--- config.mk ---
export PLATFORM = sky130hd
export DESIGN_NAME = mutidata
export DESIGN_NICKNAME = d
export VERILOG_FILES = /design/src/rtl/mutidata.sv
export SDC_FILE = /design/constraint.sdc
export NUM_CORES = 1
export LEC_CHECK = 0
export CORE_MARGIN = 5
export CORE_UTILIZATION = 50
export CTS_CLUSTER_DIAMETER = 100
export DETAILED_ROUTE_END_ITERATION = 8
export PLACE_DENSITY = 0.8
export SYNTH_ARGS = -nofsm -noshare
export SYNTH_HDL_FRONTEND = slang
export SYNTH_SLANG_ARGS = --single-unit
--- constraint.sdc ---
create_clock -name clk_i -period 2 [get_ports clk_i]
set_input_delay 0.3 -clock clk_i [delete_from_list [all_inputs] [get_ports clk_i]]
set_output_delay 0.3 -clock clk_i [all_outputs]
set_load 0.01 [all_outputs]
--- src/rtl/mutidata.sv ---
// Single-clock req/ack 4-phase word transfer. Both handshake directions are
// synchronized, so the source and destination halves can later sit on separate clocks.
module mutidata #(
  parameter int DATA_W = 8
) (
  input  logic              clk_i,
  input  logic              rst_i,
  input  logic              in_vld,
  input  logic [DATA_W-1:0] din,
  output logic              in_rdy,
  output logic              out_vld,
  output logic [DATA_W-1:0] dout
);

  typedef enum logic [1:0] {IDLE, REQ, WAIT_LOW} src_state_t;

  src_state_t        src_state;
  logic [DATA_W-1:0] hold;
  logic              req;
  logic              req_s1, req_s2, req_d;
  logic              ack;
  logic              ack_s1;

  assign in_rdy = (src_state == IDLE);

  // Source side. The state register acts as the second stage of the ack
  // synchronizer: it samples ack_s1 on the edge an ack_s2 flop would load,
  // which gives the rise at T+5 and the return to IDLE at T+10.
  always_ff @(posedge clk_i) begin
    if (!rst_i) begin
      src_state <= IDLE;
      req       <= 1'b0;
      hold      <= '0;
    end else begin
      case (src_state)
        IDLE: if (in_vld) begin
          hold      <= din;
          req       <= 1'b1;
          src_state <= REQ;
        end
        REQ: if (ack_s1) begin
          req       <= 1'b0;
          src_state <= WAIT_LOW;
        end
        WAIT_LOW: if (!ack_s1) src_state <= IDLE;
        default: src_state <= IDLE;
      endcase
    end
  end

  // Destination side: hold is stable while req is high, so it is safe to
  // capture once req has crossed the synchronizer.
  always_ff @(posedge clk_i) begin
    if (!rst_i) begin
      req_s1  <= 1'b0;
      req_s2  <= 1'b0;
      req_d   <= 1'b0;
      ack     <= 1'b0;
      out_vld <= 1'b0;
      dout    <= '0;
    end else begin
      req_s1  <= req;
      req_s2  <= req_s1;
      req_d   <= req_s2;
      ack     <= req_s2;
      out_vld <= req_s2 & ~req_d;
      if (req_s2 & ~req_d) dout <= hold;
    end
  end

  // Return path, first synchronizer stage.
  always_ff @(posedge clk_i) begin
    if (!rst_i) ack_s1 <= 1'b0;
    else        ack_s1 <= ack;
  end

endmodule

Fig. 1: run 1, PDN straps and rails
Pins as bars on the die edge.
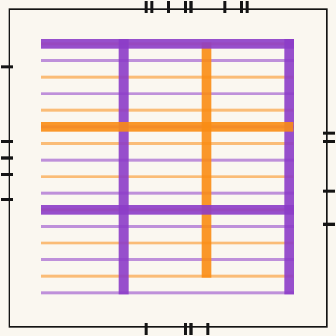
- purple: VSS
- orange: VDD
- met4 straps: 3
- signal pins: 21
- rows: 15
- met1 rails: 16

Fig. 2: run 1, placement by cell class
Bar = 20 um.
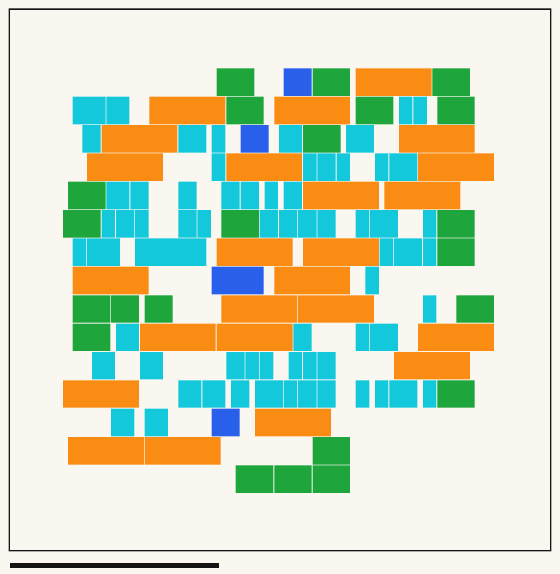
- cyan: remaining logic cells (cells 67; share of their area 33%)
- orange: sequential cells (cells 24; share of their area 44%)
- green: remaining buffers and delay cells (cells 22; share of their area 20%)
- blue: clock drivers and dummy loads (cells 4; share of their area 3.3%)

Fig. 3: run 1, clock wiring as the flow saved it
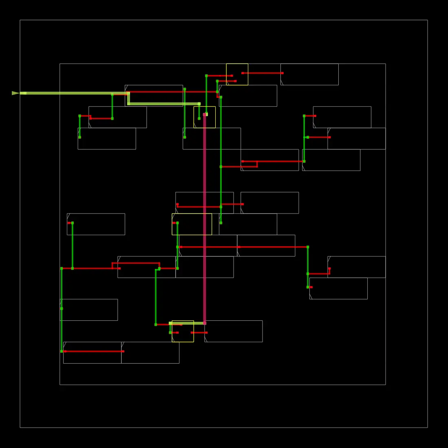
clock network power consumption: 0.000247 W
worst setup skew after layout: 1.96 ps
clk_lat worst skew: 310 ps
cts bufs inserted: 3

==> out/notes.md, run 1 <==
The script logs the mean routed wire length per placed instance as 11.4 um. The non-clock buffer instance count of the final layout came out at 22. The critical path launch point was src_state[0]. The count of inverters not on the clock network in the layout is 2.

Counting the fill cells in the layout gives 131. Per the OpenROAD floorplan log, the width of the die is 51.8 um. Cells with a size suffix above 1 make up 5.98% of the layout. With the cell area after layout at 1110 um2, the sum of buffers and inverters on the critical path is 1. With the fraction of the core area occupied by cells at floorplan at 51.7%, the total negative setup slack is 0 ps.

Counting cells, the worst reg-to-reg path comes to 2. The final clock period utilization by the worst path works out to 84.2%. The run finished with clean final reports. Pins over their slew limit in the final report were tallied at 0. The routed design shows a via density per instance of 5.14.

The number of unique standard cell types used by synthesis is 17. The most frequently used flop master after synthesis was dfxtp_1. The multi-input gate share of the layout cell area works out to 31.4%. The area recorded from the Yosys report for this design is 873 um2. The library cells used most frequently in the layout, excluding fill and tap cells, are nand2_1 (24), dfxtp_1 (24), clkdlybuf4s50_1 (20). The leakage component of the power was reported as 0.404 nW. According to the cell report, the number of logic gates is 65. The OpenROAD report gives the critical path a required time of 1700 ps. For the share of the core filled with cells in the final layout, the log shows 65.6%.

The run gives 6 for the biggest fanout along the worst timing path. Power attributed to sequential cells is 0.000509 W. The run gives 0.000651 W for the total internal power. The final layout contains a sequential cell count of 24.

The CTS log lists the clock sinks for this run as 24. Across all setup checks in the final design, the least slack found is 315 ps. Total of hold buffers inserted after clock tree synthesis: 0. Of all cell types, the one taking the most synthesized area is dfxtp_1.

The first global-routing pass estimated 2500 um of wire. The run gives 0.0000761 W as the power in combinational cells. The run gives 0.723 as the routability-driven placement congestion ratio. The cell sequence reported for the critical path is nor2_1, clkdlybuf4s50_1. The switching share of total power is 21.8%, and the arithmetic-cell share of the synthesized area counting full adders, half adders and majority gates is 0%. The worst hold path startpoint is req_s1.
Fig. 4: run 1, wiring by layer
Only two layers are drawn.
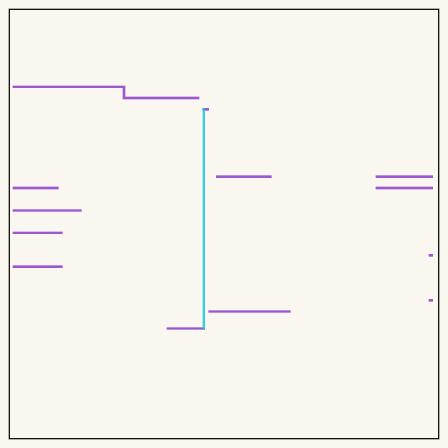

==> run 2: changes to the inputs <==
--- a/config.mk
+++ b/config.mk
@@ -6,10 +6,10 @@
 export NUM_CORES = 1
 export LEC_CHECK = 0
 export CORE_MARGIN = 5
-export CORE_UTILIZATION = 50
+export CORE_UTILIZATION = 42
 export CTS_CLUSTER_DIAMETER = 100
 export DETAILED_ROUTE_END_ITERATION = 8
-export PLACE_DENSITY = 0.8
+export PLACE_DENSITY = 0.72
 export SYNTH_ARGS = -nofsm -noshare
 export SYNTH_HDL_FRONTEND = slang
 export SYNTH_SLANG_ARGS = --single-unit
==> constraint.sdc (replaced) <==
create_clock -name clk_i -period 1.35 [get_ports clk_i]
set_input_delay 0.2025 -clock clk_i [delete_from_list [all_inputs] [get_ports clk_i]]
set_output_delay 0.2025 -clock clk_i [all_outputs]
set_load 0.01 [all_outputs]
Fig. 5: run 2, wiring by layer
Only two layers are drawn.
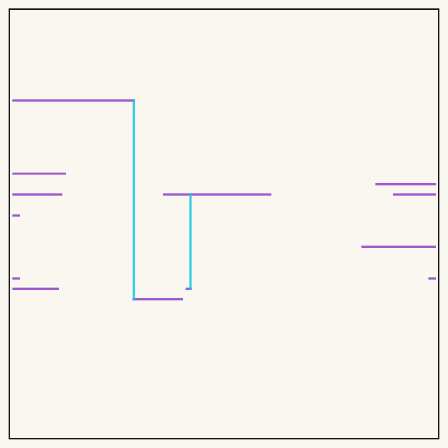
- cyan: M4 (wire length 38.1 um)
- purple: M3 (wire length 78.9 um)

==> run 2 against run 1 <==
Effect of this change: worst hold slack worse by 6.8 ps; clock power up about 50%; clock skew up 2.4 ps; synthesized area unchanged; worst setup slack worse by 220 ps; critical path depth is the same; wire length increased by 1.3%; clock-buffer cell count stayed put; via count is 1.9% lower; combinational power is 71% higher; global-route usage fell by 1.8 points.
==> out/notes.md, run 2 <==
The run finished with clean final reports. The power density over cell area is 1090 nW/um2 (was 751 nW/um2). The top power group was registers (unchanged). For the final non-filler cell total, the log shows 146 (was 134).

The warning count from the yosys run is 0 (unchanged), and the TritonCTS buffer count is 3 (unchanged). The count of inverters not on the clock network in the layout came out at 2 (unchanged). The arithmetic-cell share of the synthesized area counting full adders, half adders and majority gates works out to 0% (unchanged). The tools report the post-layout net count as 131 (was 129). The H-tree depth was 1 (unchanged). Total internal power: 0.000976 W (was 0.000651 W). The path type of the worst min-delay path is in2reg (was reg2reg).

The total negative setup slack is 0 ps (unchanged), and the net load switching power is 0.000274 W (was 0.000181 W). The fraction of the core area occupied by cells at floorplan was 44.1% (was 51.7%); the leakage component of the power was 0.467 nW (was 0.404 nW). The run gives 183 (was 131) as the filler cell count.

The run gives 24 (unchanged) as the count of flip-flops and latches. The power in combinational cells is 0.000130 W (was 0.0000761 W), and the number of combinational gates with multiple inputs is 65 (unchanged). The sum of buffers and inverters on the critical path is 1 (unchanged). Cell taking the most area after synthesis: dfxtp_1 (unchanged).

Number of sinks handled by clock tree synthesis: 24 (unchanged). Most frequent cells after synthesis: dfxtp_1 (24), nand2_1 (24), o21ai_0 (10), a21boi_0 (8), nand3_1 (8) (unchanged). For the met1 wire length, the log shows 674 um (was 651 um). The count of library flops with an enable pin was 0 (unchanged). The uppermost layer routed was met4 (unchanged). The run gives 676 (was 689) as the via count. Top logic cells by instance count in the layout: nand2_1 (24), dfxtp_1 (23), o21ai_0 (10), clkdlybuf4s50_1 (10), dlygate4sd2_1 (10) (was nand2_1 (24), dfxtp_1 (24), clkdlybuf4s50_1 (20)). The sequential group power is 0.000749 W (was 0.000509 W). The routing layer with the top usage in global route is met2 (unchanged). The area fraction in and, or, nand and nor cells came out at 24.6% (unchanged).

Multi-input gate share of the layout cell area: 30.3% (was 31.4%). The die width came out at 55.6 um (was 51.8 um). The kind of end point of the critical path is an output port (unchanged). Yosys synthesis chip area: 873 um2 (unchanged).

The most frequently used flop master after synthesis is dfxtp_1 (unchanged). For the met2 wirelength from detailed routing, the log shows 755 um (was 766 um). The flip-flop and latch count after synthesis was 24 (unchanged).

The post-synthesis share of cell area spent on and-or and or-and gates is 14.2% (unchanged). The cell depth of the worst hold path is 3 (was 1). The overall routed net length was 1550 um (was 1530 um); the delay contributed by the slowest stage of the critical path was 410 ps (was 540 ps). The critical path required time is 1150 ps (was 1700 ps). With the number of gates resized after cts at 11 (was 0), the post-detailed-route count of antenna-violating nets is 0 (unchanged). The tools report the met2 usage as 18.1% (was 21.6%). Post-route period utilization is reported as 93.2%. Main area contributors: dfxtp_1 (55%), nand2_1 (10%), a21boi_0 (6.9%) (unchanged). The arrival time of data at the critical path endpoint was 1060 ps (was 1380 ps). The measured slew at the worst slew-check pin is 278 ps (was 570 ps).

The tools report the launching element type of the critical path as a flop (unchanged). For the number of antenna cells inserted, the log shows 0 (unchanged). The run gives 1120 um2 (was 1070 um2) for the instance area after placement. With the clock latency on the worst-skew pair at 310 ps (about the same), the area of the multi-input gates is 348 um2 (unchanged). Cells along the critical path: nor2_1, dlygate4sd2_1 (was nor2_1, clkdlybuf4s50_1). The power drawn by the clock network was 0.000370 W (was 0.000247 W); the number of cell instances after yosys synthesis was 97 (unchanged).

The run gives 17 (unchanged) as the number of unique standard cell types used by synthesis. The cell depth of the worst flop-to-flop path was 5 (was 2). The tools report the worst hold path startpoint as din[1] (was req_s1). The run gives 21.9% (was 21.8%) for the switching share of total power.

The number of hold-slack violations in the final timing report was 0 (unchanged); the logic depth of the worst setup path including buffers was 2 (unchanged). The run gives 0.657 (was 0.723) for the routability-driven placement congestion ratio. With the biggest fanout along the worst timing path at 4 (was 6), the cell count after placement is 142 (was 130).

The tools report the critical path launch point as src_state[1] (was src_state[0]). The number of max-slew violations in the final report came out at 0 (unchanged). The routed length on met3 was 78 um (was 83 um). Pin count of the biggest net entering global routing: 29 (was 18). The type of the worst setup path was reg2out (unchanged).

The clock-pin slew on the worst setup and hold paths was 120 ps (about the same); the detailed-route wire length per cell was 10.6 um (was 11.4 um). Non-clock buffer instance count of the final layout: 24 (was 22). The ratio of cells with drive above 1 in the final layout was 8.40% (was 5.98%); the combinational cell fraction of total power was 10.4% (was 9.1%). The via density per instance was 4.63 (was 5.14).

The tools report the first-pass iteration count of the detailed router as 4 (unchanged). Hold path endpoint: hold[1] (was req_s2). TritonCTS built the clock tree. Wire length of the first global-routing pass: 2660 um (was 2500 um). The total of hold buffers inserted after clock tree synthesis is 0 (unchanged). The worst setup skew after layout was 4.38 ps (was 1.96 ps); the number of clock buffers in the layout was 4 (unchanged). The minimum setup slack after placement came out at 29.0 ps (was 359 ps). The proportion of netlist area held by the largest area contributor was 55.0% (unchanged); the final critical-path setup slack was 91.4 ps (was 315 ps). The die height was 55.6 um (was 51.8 um).
Fig. 6: run 2, placement by cell class
Bar = 20 um.
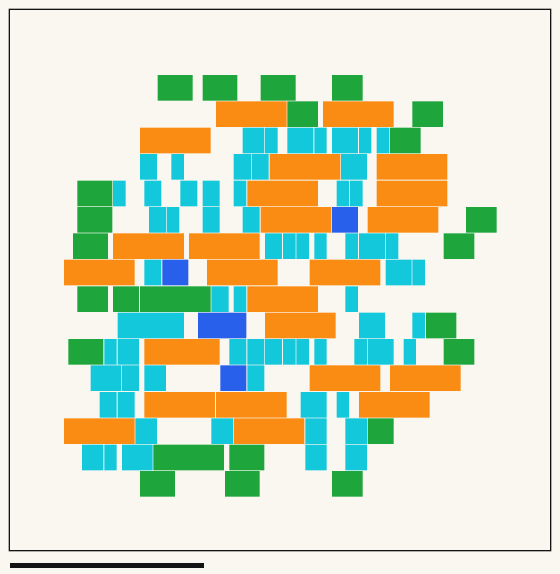
- green: remaining buffers and delay cells (cells 24; share of their area 22%)
- blue: clock drivers and dummy loads (cells 4; share of their area 3.3%)
- orange: sequential cells (cells 24; share of their area 43%)
- cyan: remaining logic cells (cells 67; share of their area 32%)
core footprint: 1980 um2
design area: 1150 um2
fraction of the core area covered by cells at the end of the flow: 58.0%
sequential cell area share: 41.9%

No activity file was given, so power comes from the tool's default toggle rates.
